Figure 1. Placed cells, one colour a class (run 1).
Scale bar: 10 um. Fill, decap, tap and diode cells in grey.
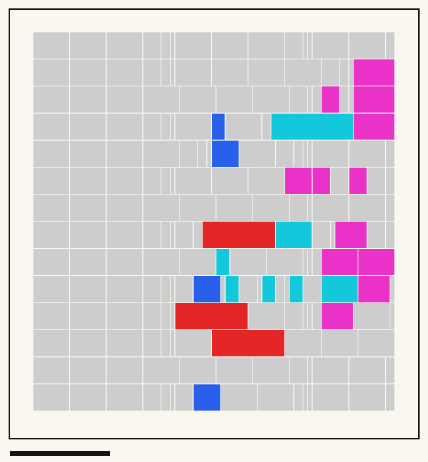
Figure 2. A small window of the routed layout (run 1).
Window x 21 to 41, y 22 to 42 um. Cells in grey, sequential cells in the stronger grey; small squares are vias.
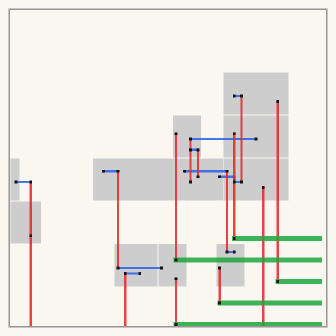
Figure 3. Cell density map (run 1).
The die is cut into 8 by 9 equal tiles; white is low, dark blue is high, 0 to 100% covered.
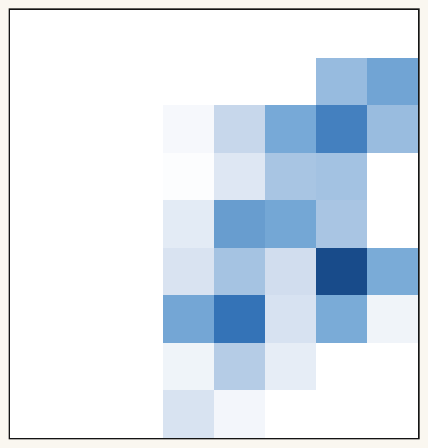
**src/rtl/full_adder.sv**
```systemverilog
// One-bit full adder with a combinational result path and an enable-gated,
// synchronously reset registered copy of that result plus a valid flag.
module full_adder (
    input  logic iCLK,
    input  logic iRST,
    input  logic iX,
    input  logic iY,
    input  logic iCIN,
    input  logic iEN,
    output logic oSUM,
    output logic oCARRY,
    output logic oSUM_R,
    output logic oCARRY_R,
    output logic oVALID
);

    // Sum bit of a + b + c.
    function automatic logic addSum(input logic a, input logic b, input logic c);
        return a ^ b ^ c;
    endfunction

    // Carry bit of a + b + c: set whenever at least two inputs are set.
    function automatic logic addCarry(input logic a, input logic b, input logic c);
        return (a & b) | (a & c) | (b & c);
    endfunction

    logic sum_p0;
    logic carry_p0;
    logic vld_p0;

    // Combinational result; deliberately independent of clock, reset and enable.
    always_comb begin
        oSUM   = addSum(iX, iY, iCIN);
        oCARRY = addCarry(iX, iY, iCIN);
    end

    // Stage p0: capture the combinational result on enabled edges; reset wins over enable
    // and also clears the result bits so a reset state never shows stale data.
    always_ff @(posedge iCLK) begin
        if (iRST) begin
            sum_p0   <= 1'b0;
            carry_p0 <= 1'b0;
            vld_p0   <= 1'b0;
        end else if (iEN) begin
            sum_p0   <= addSum(iX, iY, iCIN);
            carry_p0 <= addCarry(iX, iY, iCIN);
            vld_p0   <= 1'b1;
        end
    end

    assign oSUM_R   = sum_p0;
    assign oCARRY_R = carry_p0;
    assign oVALID   = vld_p0;

endmodule

```
**config.mk**
```make
export PLATFORM = sky130hd
export DESIGN_NAME = full_adder
export DESIGN_NICKNAME = d
export VERILOG_FILES = /design/src/rtl/full_adder.sv
export SDC_FILE = /design/constraint.sdc
export NUM_CORES = 1
export LEC_CHECK = 0
export CORE_AREA = 2 2 39 41
export CTS_CLUSTER_SIZE = 16
export DETAILED_ROUTE_END_ITERATION = 10
export DIE_AREA = 0 0 41 43
export GPL_ROUTABILITY_DRIVEN = 0
export PLACE_DENSITY = 0.31
export REMOVE_ABC_BUFFERS = 1
export SLEW_MARGIN = 20
export SYNTH_ARGS = -nofsm -noshare
export SYNTH_HDL_FRONTEND = slang
export SYNTH_SLANG_ARGS = --single-unit
```
**constraint.sdc**
```tcl
create_clock -name iCLK -period 1 [get_ports iCLK]
set_input_delay 0.1 -clock iCLK [delete_from_list [all_inputs] [get_ports iCLK]]
set_output_delay 0.1 -clock iCLK [all_outputs]
set_load 0.01 [all_outputs]
```
==> GITHUB_STEP_SUMMARY, run 1 <==
### Flow metrics

| Metric | Value |
|---|---|
| Status | `finished clean` |
| Total global-route track usage | `5.21%` |
| GRT met3 Usage | `4.71%` |
| Slowest cell on the critical path | `sky130_fd_sc_hd__fa_2` |
| Sink Count | `3` |
| R2R Path Start | `oSUM_R` |
| Clock slew at the register clock pins of the worst setup and hold paths | `40 ps` |
| Kind of cell with the highest combined delay on the critical path | `adder cells` |
| CP max stage delay | `580 ps` |
| Actual slew at the worst max-slew pin | `133 ps` |
| Clk root buf | `sky130_fd_sc_hd__clkbuf_4` |
| Logic depth of the worst path, buffers included | `3` |
| Number of enable-type register cells in the synthesized netlist | `0` |
| Cell count after synthesis | `10` |
| Number of buffers inserted during clock tree synthesis | `3` |
| Via count of the first global-routing pass | `132` |
| Worst setup startpoint | `iCIN` |
| Cell count of the worst reg-to-reg path | `2` |
| Post-synthesis cell type with the largest combined area | `sky130_fd_sc_hd__dfxtp_1` |
| # DRC | `0` |
| Summed area of non-filler cells in the final layout | `267 um2` |
| Setup slack of the most critical reg-to-reg path | `410 ps` |
| Number of buffer and inverter instances along the worst setup path | `2` |
| Area of the core region | `1380 um2` |
| Final setup viols | `0` |
| Maximum number of pins on one net before global-route repair | `4` |
| Reg-to-reg endpoint | `oSUM_R` |
| Maximum operating frequency | `1020 MHz` |
| Final Net Count | `34` |
| Number of inserted filler cells in the final layout | `158` |
| Placed Cells incl. Taps | `38` |
| Max-slew violation count | `0` |
| Total power of the final layout | `0.444 mW` |
| Fin Clk Skew | `0 ps` |
| H-tree depth | `1` |
| Area of the die | `1760 um2` |
| Overflow after GRT | `0` |
| Worst skew pair latency | `230 ps` |
| CP Data Arrival Time | `880 ps` |
| Critical-path cell list | `buf_6 > fa_2 > buf_6` |
| Critical path capture point type | `output port` |
| Number of antenna violations at the first check in global routing | `0` |
| End point of the critical path | `oSUM` |
| Worst IR drop on VDD | `0.000247 V` |
| Top cells by area | `sky130_fd_sc_hd__dfxtp_1 52%, sky130_fd_sc_hd__fa_1 17%, sky130_fd_sc_hd__mux2i_1 17%` |
| Cell area after placement | `250 um2` |
| Non-filler instance count after layout | `42` |
| Average footprint of a synthesized cell | `11.5 um2` |
| Post-synthesis chip area from yosys | `115 um2` |
| CTS tree | `done` |
| Drt first-iter violations | `3` |
| Share of async-settable or async-resettable flops after synthesis | `0%` |
| Maximum buffer depth of the clock tree | `2` |
| Leakage Power | `0.129 nW` |
| # port buffers | `10` |
| Wire length of the first global-routing pass | `455 um` |
| Number of register bits inferred by synthesis | `3` |
| Area share of the largest cell type after synthesis | `52.2%` |
| Most Frequent Cell on Critical Path | `sky130_fd_sc_hd__buf_6` |
| Layout Area Growth over Synthesis | `132%` |
| Setup Crit Path Kind | `in -> out` |
| Launching element type of the critical path | `primary input` |
| Final Hold Fails | `0` |
| Count of warning messages emitted by the tools | `26` |
| Max_cap viols | `0` |
| Count of different cell masters after synthesis | `4` |
| First-pass DRT Iterations | `4` |
| Cell with the most instances after synthesis | `sky130_fd_sc_hd__nor2_1` |
| Fraction of final layout cells with drive strength greater than 1 | `42.3%` |
| PwrDens | `1670 nW/um2` |
| Ratio of final minimum period to clock period | `98.4%` |
| Global-route met2 utilization | `5.94%` |
| Y dimension of the die | `43 um` |
| Worst hold path depth | `5` |
| Antenna Violating Nets Remaining | `0` |
| Sequential element share of the synthesized area | `52.2%` |
| Initial core utilization | `8.32%` |
| Setup repair after global routing missed its margin | `true` |
| Ant diodes | `0` |
| Routed length per instance | `8.36 um` |
| Number of warnings issued by yosys | `0` |
| Routed wire length | `351 um` |
| Maximum fanout count along the critical path | `2` |
| Global-route met1 utilization | `2.87%` |
| CTS Hold Buffers Added | `0` |
| Total I/O pin count | `11` |
| Commonest flop | `sky130_fd_sc_hd__dfxtp_1` |
| Row count | `14` |
| Worst slew slack as a fraction of its limit | `90.9%` |
| Overall die width | `41 um` |
| Total via count after detailed routing | `127` |
| Shortest clock period the worst path allows after layout | `984 ps` |
| Classification of the worst-slack hold path | `in -> reg` |
| Most used standard cells in the synthesized netlist | `4 x sky130_fd_sc_hd__nor2_1, 3 x sky130_fd_sc_hd__dfxtp_1, 2 x sky130_fd_sc_hd__mux2i_1` |
| Via density | `3.02` |
| Required time at the endpoint of the critical path | `900 ps` |
| Ys cells | `10` |
| GRT busiest layer | `met4` |
| Mapped cell area | `115 um2` |
Back to the opening pictures, Figure 1:
| colour | class | cells |
|---|---|---|
| magenta | other buffers and delay cells | 12 |
| blue | clock drivers and dummy loads | 4 |
| cyan | all other logic | 7 |
| red | flip-flops | 3 |

Back to the opening pictures, Figure 2:
| colour | layer |
|---|---|
| green | met3 |
| blue | met1 |
| red | met2 |
sequential cells in the window: 0
most frequent: buf_6 (3), buf_2 (3)
cells with their middle in the window: 9

Back to the opening pictures, Figure 3:
mean over tiles: 14%
nearly empty tiles: 60%
tiles over 75% full: 1.4%
fullest tile: 89%

==> run 1: cell type report <==
| type | count | area (um2) | area share, % |
|---|---|---|---|
| clock buffers | 4 | 26.3 | 9.86 |
| repair buffers | 12 | 103 | 38.5 |
| multi-input cells | 7 | 57.6 | 21.6 |
| well taps | 16 | 20.0 | 7.51 |
| flip-flops and latches | 3 | 60.1 | 22.5 |
==> run 1: flip-flops by register name, summed over array words and instances, names as in the netlist <==
name and flops:
oVALID 1, oCARRY_R 1, oSUM_R 1
==> run 1: report_power, final <==
group / internal (mW) / switching, mW / total [mW]
clock network: 0.149 / 0.0585 / 0.208
logic: 0.0636 / 0.0391 / 0.103
registers: 0.130 / 0.00390 / 0.134
total: 0.343 / 0.102 / 0.444
==> run 1: cell usage in the layout, fill, tap and decap left out <==
master	Yosys	layout
sky130_fd_sc_hd__clkbuf_4	0	3
sky130_fd_sc_hd__buf_2	0	3
sky130_fd_sc_hd__buf_4	0	1
sky130_fd_sc_hd__dfxtp_1	3	3
sky130_fd_sc_hd__clkbuf_1	0	1
sky130_fd_sc_hd__clkdlybuf4s50_1	0	2
sky130_fd_sc_hd__fa_2	0	1
sky130_fd_sc_hd__dlygate4sd2_1	0	3
sky130_fd_sc_hd__buf_6	0	3
sky130_fd_sc_hd__nor2_1	4	4
sky130_fd_sc_hd__mux2i_1	2	2
==> run 1: cell families after synthesis <==
| family | synth area share, % |
|---|---|
| flops | 52.2 |
| mux | 17.4 |
| fa+ha+maj | 17.4 |
| simple gates | 13.0 |
==> run 1: worst register-to-register path, delay by kind of cell (launching register included) <==
family | cells | cell delay [ps]
muxes | 1 | 130
and+or+nand+nor | 1 | 50
DFF | 1 | 300
==> run 1: what timing repair did <==
item | CTS | global route
resized | 28 | 0
pin swaps | 2 | 2
setup buffers | 1 | 0
endpoints found under the setup margin | 7 | 2
==> run 1: stage by stage <==
stage	utilization (%)	worst slack, ps	hold WS, ps	TNS, ps
after global placement	18.1	-739	458	-2200
after CTS	20.1	14.0	392	0
after global routing	19.3	-3.39	417	-3.39
after detailed placement	18.1	-742	477	-2220
final	19.3	15.6	395	0
after floorplan	-	66.8	172	0
==> run 1: layer usage <==
metal / wire (um) / share of wire [%] / up-vias
met5: 0 / 0 / -
met4: 0 / 0 / 0
met3: 79 / 23 / 0
met2: 149 / 42 / 11
met1: 122 / 35 / 51
li1: - / - / 65
==> run 1: worst min path at each step <==
| stage | to | start | slack, ps |
|---|---|---|---|
| after floorplan | oCARRY_R | iRST | 170 |
| after global placement | oVALID | oVALID | 460 |
| after detailed placement | oVALID | oVALID | 480 |
| after CTS | oCARRY_R | iCIN | 390 |
| after global routing | oCARRY_R | iCIN | 420 |
| final | oCARRY_R | iCIN | 400 |
## Run 2: what changed since run 1
--- a/config.mk
+++ b/config.mk
@@ -5,10 +5,11 @@
 export SDC_FILE = /design/constraint.sdc
 export NUM_CORES = 1
 export LEC_CHECK = 0
-export CORE_AREA = 2 2 39 41
+export ABC_CLOCK_PERIOD_IN_PS = 1060
+export CORE_AREA = 5 5 42 44
 export CTS_CLUSTER_SIZE = 16
 export DETAILED_ROUTE_END_ITERATION = 10
-export DIE_AREA = 0 0 41 43
+export DIE_AREA = 0 0 47 49
 export GPL_ROUTABILITY_DRIVEN = 0
 export PLACE_DENSITY = 0.31
 export REMOVE_ABC_BUFFERS = 1
==> constraint.sdc (replaced) <==
create_clock -name iCLK -period 1.06 [get_ports iCLK]
set_input_delay 0.106 -clock iCLK [delete_from_list [all_inputs] [get_ports iCLK]]
set_output_delay 0.106 -clock iCLK [all_outputs]
set_load 0.01 [all_outputs]
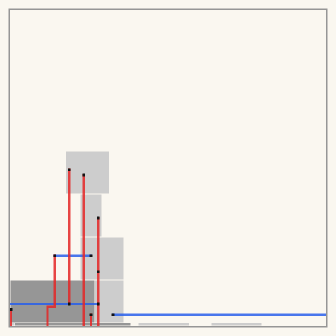
Figure 4: run 2, a small window of the routed layout.
Window x 25 to 45, y 27 to 47 um. Cells in grey, sequential cells in the stronger grey; small squares are vias.
| colour | layer |
|---|---|
| blue | met1 |
| red | met2 |
cells with their middle in the window: 5
netlist names of flops here include: oVALID (1)
sequential cells in the window: 1

==> run 2 against run 1 <==
  * Critical path depth stayed put
  * Area after synthesis stayed put
  * Register-to-register slack better by 70 ps
  * Power is 6.4% lower
  * Non-clock buffer count stayed put
  * Sequential share of layout area is 1.7 points higher
  * Combinational power is 23% lower
  * Clock power hardly changed
  * Global-route usage is 0.62 points lower
  * Critical path type unchanged
  * Largest cell class unchanged
==> GITHUB_STEP_SUMMARY, run 2 <==
### Flow metrics

| Metric | Value |
|---|---|
| Area share of the largest cell type after synthesis | `52.2% (unchanged)` |
| Register area | `60.1 um2 (unchanged)` |
| Max-slew violation count | `0 (unchanged)` |
| Most used standard cells in the synthesized netlist | `4 x sky130_fd_sc_hd__nor2_1, 3 x sky130_fd_sc_hd__dfxtp_1, 2 x sky130_fd_sc_hd__mux2i_1` |
| Routed length per instance | `8.81 um (+5.4%)` |
| Total I/O pin count | `11 (unchanged)` |
| Status | `finished clean` |
| Via density | `3.14 (+3.9%)` |
| Launching element type of the critical path | `primary input` |
| Total global-route track usage | `4.58% (-0.62 points)` |
| Top cells by area | `sky130_fd_sc_hd__dfxtp_1 52%, sky130_fd_sc_hd__fa_1 17%, sky130_fd_sc_hd__mux2i_1 17%` |
| Number of buffers inserted during clock tree synthesis | `3 (unchanged)` |
| Fin Clk Skew | `0 ps (unchanged)` |
| CTS tree | `done` |
| # port buffers | `10 (unchanged)` |
| Final Hold Fails | `0 (unchanged)` |
| Ant diodes | `0 (unchanged)` |
| Clk root buf | `sky130_fd_sc_hd__clkbuf_4` |
| Slowest cell on the critical path | `sky130_fd_sc_hd__fa_1` |
| Overflow after GRT | `0 (unchanged)` |
| Worst skew pair latency | `240 ps (about the same)` |
| Reg power frac | `30.4% (+0.3 points)` |
| Critical path capture point type | `output port` |
| Maximum operating frequency | `984 MHz` |
| First-pass DRT Iterations | `2 (-2)` |
| Final setup viols | `0 (unchanged)` |
| Commonest flop | `sky130_fd_sc_hd__dfxtp_1` |
| Row count | `14 (unchanged)` |
| Required time at the endpoint of the critical path | `950 ps (+50 ps)` |
| Fraction of final layout cells with drive strength greater than 1 | `38.5% (-3.8 points)` |
| Classification of the worst-slack hold path | `in -> reg` |
| Number of enable-type register cells in the synthesized netlist | `0 (unchanged)` |
| Via count of the first global-routing pass | `134 (+1.5%)` |
| Antenna Violating Nets Remaining | `0 (unchanged)` |
| Routed wire length | `370 um (+5.4%)` |
| CTS Hold Buffers Added | `0 (unchanged)` |
| Number of register bits inferred by synthesis | `3 (unchanged)` |
| Total power of the final layout | `0.416 mW (-6.4%)` |
| Area of the core region | `1400 um2 (+1.3%)` |
| Wire length of the first global-routing pass | `627 um (+38%)` |
| Area of the die | `2300 um2 (+31%)` |
| Internal power summed over all cells | `0.310 mW (-9.6%)` |
| Maximum fanout count along the critical path | `2 (unchanged)` |
| Logic area | `55.1 um2 (-4.3%)` |
| # DRC | `0 (unchanged)` |
| Total via count after detailed routing | `132 (+3.9%)` |
| Initial core utilization | `8.21% (-0.10 points)` |
| Y dimension of the die | `49 um (+14%)` |
| Number of inserted filler cells in the final layout | `161 (+1.9%)` |
| Fin util | `17.7% (-1.6 points)` |
| Post-synthesis cell type with the largest combined area | `sky130_fd_sc_hd__dfxtp_1` |
| Max_cap viols | `0 (unchanged)` |
| Most Frequent Cell on Critical Path | `sky130_fd_sc_hd__buf_2` |
| Overall die width | `47 um (+15%)` |
| Count of warning messages emitted by the tools | `28 (+7.7%)` |
| Worst slew slack as a fraction of its limit | `91.5% (+0.63 points)` |
| Commonest cells after routing, fill and taps aside | `4 x sky130_fd_sc_hd__nor2_1, 4 x sky130_fd_sc_hd__buf_2, 3 x sky130_fd_sc_hd__clkbuf_4, 3 x sky130_fd_sc_hd__dfxtp_1, 3 x sky130_fd_sc_hd__dlygate4sd2_1` |
| Switching Share | `25.5% (+2.7 points)` |
| CP Data Arrival Time | `910 ps (+30 ps)` |
| Setup Crit Path Kind | `in -> out` |
[run 2: path summary, 6_finish.rpt]
path	startpoint	endpoint	slack, ps	depth (start not counted)
worst max-delay path	iCIN	oSUM	40	3
worst min-delay path	iY	oCARRY_R	390	5
worst max register to register	oSUM_R	oSUM_R	480	2
worst min register to register	oVALID	oVALID	470	2
[run 2: worst max-delay path: cells and delay by family]
family,cells,cell delay [ps]
buffers and inverters,2,250
adder cells (fa/ha/maj),1,560
[run 2: power groups by stage]
stage / Clock, mW / Combinational [mW] / Sequential, mW
global placement: 0 / 0.0932 / 0.128
detailed placement: 0 / 0.0930 / 0.129
global route: 0.233 / 0.0890 / 0.128
CTS: 0.220 / 0.0816 / 0.127
floorplan: 0 / 0.0253 / 0.133
finish: 0.210 / 0.0796 / 0.127
[run 2: layer usage]
metal	part of all wire [%]	GRT usage (%)
met5	0	0
met4	0	2.76
met3	25	7.75
met2	28	4.07
met1	47	4.42
[run 2: cell type report]
class                      instances  area share, %
timing repair buffer              12           34.8
clock buffer                       4           10.6
tap                               16           8.08
sequential                         3           24.2
multi-input combinational          7           22.2
[run 2: cells by family after synthesis]
family                   synth area share [%]
multiplexers                             17.4
adder cells (fa/ha/maj)                  17.4
flip-flops                               52.2
AND/OR/NAND/NOR                          13.0
[run 2: what timing repair did]
action                     CTS  global route
hold endpoints to repair     0             0
resized                     21             1
pin swaps                    1             1
setup endpoints to repair    7             1
buffers inserted             1             0
[run 2: metrics by stage]
stage | std cells | hold WS (ps)
after floorplan | 10 | 178
after global placement | 37 | 452
after detailed placement | 37 | 472
after CTS | 42 | 406
after global routing | 42 | 441
final | 42 | 391
## Run 3: what changed since run 2
--- a/config.mk
+++ b/config.mk
@@ -7,6 +7,8 @@
 export LEC_CHECK = 0
 export ABC_CLOCK_PERIOD_IN_PS = 1060
 export CORE_AREA = 5 5 42 44
+export CTS_BUF_LIST = sky130_fd_sc_hd__clkbuf_4 sky130_fd_sc_hd__clkbuf_8
+export CTS_CLUSTER_DIAMETER = 150
 export CTS_CLUSTER_SIZE = 16
 export DETAILED_ROUTE_END_ITERATION = 10
 export DIE_AREA = 0 0 47 49
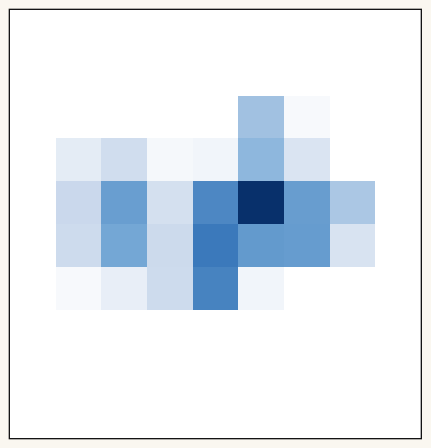
Figure 5: run 3, cell density map.
The die is cut into 9 by 10 equal tiles; white is low, dark blue is high, 0 to 100% covered.
fin util: 17.9%
initial core utilization: 8.21%
area of the core region: 1400 um2

==> run 3 against run 2 <==
  * Sequential cell count unchanged
  * Largest power group unchanged
  * Routed wire length increased by 0.81%
  * Worst setup slack got worse by 2.9 ps
  * Combinational power about the same
  * Cell count unchanged
  * Clock-buffer cell count unchanged
  * Clock skew unchanged
  * Via count unchanged
  * Die size unchanged
  * Critical path type unchanged
  * Sequential power about the same
==> GITHUB_STEP_SUMMARY, run 3 <==
### Flow metrics

| Metric | Value |
|---|---|
| Status | `finished clean` |
| Y dimension of the die | `49 um (unchanged)` |
| Ant diodes | `0 (unchanged)` |
| Routed wire length | `373 um (+0.81%)` |
| Count of warning messages emitted by the tools | `28 (unchanged)` |
| Average footprint of a synthesized cell | `11.5 um2` |
| Worst slew slack as a fraction of its limit | `91.5% (unchanged)` |
| Final setup viols | `0 (unchanged)` |
| Worst setup startpoint | `iCIN` |
| Wire length on met1 | `175 um (+0.57%)` |
| Total via count after detailed routing | `132 (unchanged)` |
| Max_cap viols | `0 (unchanged)` |
| Most used standard cells in the synthesized netlist | `4 x sky130_fd_sc_hd__nor2_1, 3 x sky130_fd_sc_hd__dfxtp_1, 2 x sky130_fd_sc_hd__mux2i_1` |
| First-pass DRT Iterations | `2 (unchanged)` |
| Most Frequent Cell on Critical Path | `sky130_fd_sc_hd__buf_2` |
| Max-slew violation count | `0 (unchanged)` |
| Setup slack of the most critical reg-to-reg path | `480 ps (about the same)` |
| Required time at the endpoint of the critical path | `950 ps (about the same)` |
| Critical path capture point type | `output port` |
| Commonest flop | `sky130_fd_sc_hd__dfxtp_1` |
| Antenna Violating Nets Remaining | `0 (unchanged)` |
| Via count of the first global-routing pass | `134 (unchanged)` |
| Setup Crit Path Kind | `in -> out` |
| Routed length on met2 | `104 um (+2.0%)` |
| Fin Clk Skew | `0 ps (unchanged)` |
| Register area | `60.1 um2 (unchanged)` |
| Classification of the worst-slack hold path | `in -> reg` |
| CTS Hold Buffers Added | `0 (unchanged)` |
| Clk root buf | `sky130_fd_sc_hd__clkbuf_4` |
| Top Metal Used | `met3` |
| Commonest cells after routing, fill and taps aside | `4 x sky130_fd_sc_hd__nor2_1, 4 x sky130_fd_sc_hd__clkbuf_4, 4 x sky130_fd_sc_hd__buf_2, 3 x sky130_fd_sc_hd__dfxtp_1, 3 x sky130_fd_sc_hd__dlygate4sd2_1` |
| Maximum fanout count along the critical path | `2 (unchanged)` |
| Routed length on met3 | `93 um (unchanged)` |
| Number of enable-type register cells in the synthesized netlist | `0 (unchanged)` |
| CTS tree | `done` |
| Total power of the final layout | `0.443 mW (+6.6%)` |
| Reg-to-reg endpoint | `oSUM_R` |
| Final Hold Fails | `0 (unchanged)` |
| Overall die width | `47 um (unchanged)` |
| Cell count of the worst reg-to-reg path | `2 (unchanged)` |
| Total global-route track usage | `4.58% (unchanged)` |
| End point of the critical path | `oSUM` |
| Number of inserted filler cells in the final layout | `162 (+0.62%)` |
| Area of the die | `2300 um2 (unchanged)` |
| Logic area | `55.1 um2 (unchanged)` |
| Number of buffers inserted during clock tree synthesis | `3 (unchanged)` |
| Routed length per instance | `8.88 um (+0.81%)` |
| Non-filler instance count after layout | `42 (unchanged)` |
| WHS | `390 ps (-0.881 ps)` |
| # port buffers | `10 (unchanged)` |
| Maximum operating frequency | `981 MHz (-0.28%)` |
| Post-synthesis cell type with the largest combined area | `sky130_fd_sc_hd__dfxtp_1` |
| Logic depth of the worst path, buffers included | `3 (unchanged)` |
| Row count | `14 (unchanged)` |
| Placed Cells incl. Taps | `37 (unchanged)` |
| Kind of cell with the highest combined delay on the critical path | `adder cells` |
| Top cells by area | `sky130_fd_sc_hd__dfxtp_1 52%, sky130_fd_sc_hd__fa_1 17%, sky130_fd_sc_hd__mux2i_1 17%` |
| # DRC | `0 (unchanged)` |
| Worst skew pair latency | `240 ps (about the same)` |
| Number of buffer and inverter instances along the worst setup path | `2 (unchanged)` |
| Via density | `3.14 (unchanged)` |
[run 3: cell counts after synthesis]
No cell type changed its count.
[run 3: logic make-up (layout without fill, tap and decap cells)]
family,after synthesis,in the layout,share of synthesized area [%]
flops,3,3,52.2
simple gates,4,4,13.0
fa+ha+maj,1,1,17.4
mux,2,2,17.4
buf+inv,0,16,0
[run 3: how the worst min path moves through the flow]
stage          endpoint  cells after the start  startpoint
2_1_floorplan  oCARRY_R                      1        iRST
3_3_place_gp     oVALID                      2      oVALID
3_5_place_dp     oVALID                      2      oVALID
4_1_cts        oCARRY_R                      5          iY
5_1_grt        oCARRY_R                      5          iY
6_report       oCARRY_R                      5          iY
[run 3: area by class of cell]
type	count	share of cell area, %
Timing Repair Buffer	12	34.3
Tap cell	16	7.96
Sequential cell	3	23.9
Clock buffer	4	11.9
Multi-Input combinational cell	7	21.9
[run 3: repair_timing]
action,in CTS,in global routing
setup buffers,1,0
endpoints found under the setup margin,7,1
endpoints found under the hold margin,0,0
pin swaps,1,1
cloned,0,0
resized,21,1
[run 3: worst register-to-register path, stage by stage, from the launching register on]
cell and delay (ps):
sky130_fd_sc_hd__dfxtp_1 300, sky130_fd_sc_hd__mux2i_1 120, sky130_fd_sc_hd__nor2_1 50
[run 3: report_power, final]
group | total, mW | internal [mW] | switching, mW
sequential | 0.127 | 0.122 | 0.00423
combinational | 0.0799 | 0.0457 | 0.0341
clock | 0.237 | 0.167 | 0.0696
[run 3: per-layer routing]
metal,track usage [%],vias to the layer above
met1,4.42,54
met3,7.75,0
li1,-,65
met4,2.76,0
met2,4.07,13
met5,0,-
No activity file was given, so power comes from the tool's default toggle rates.
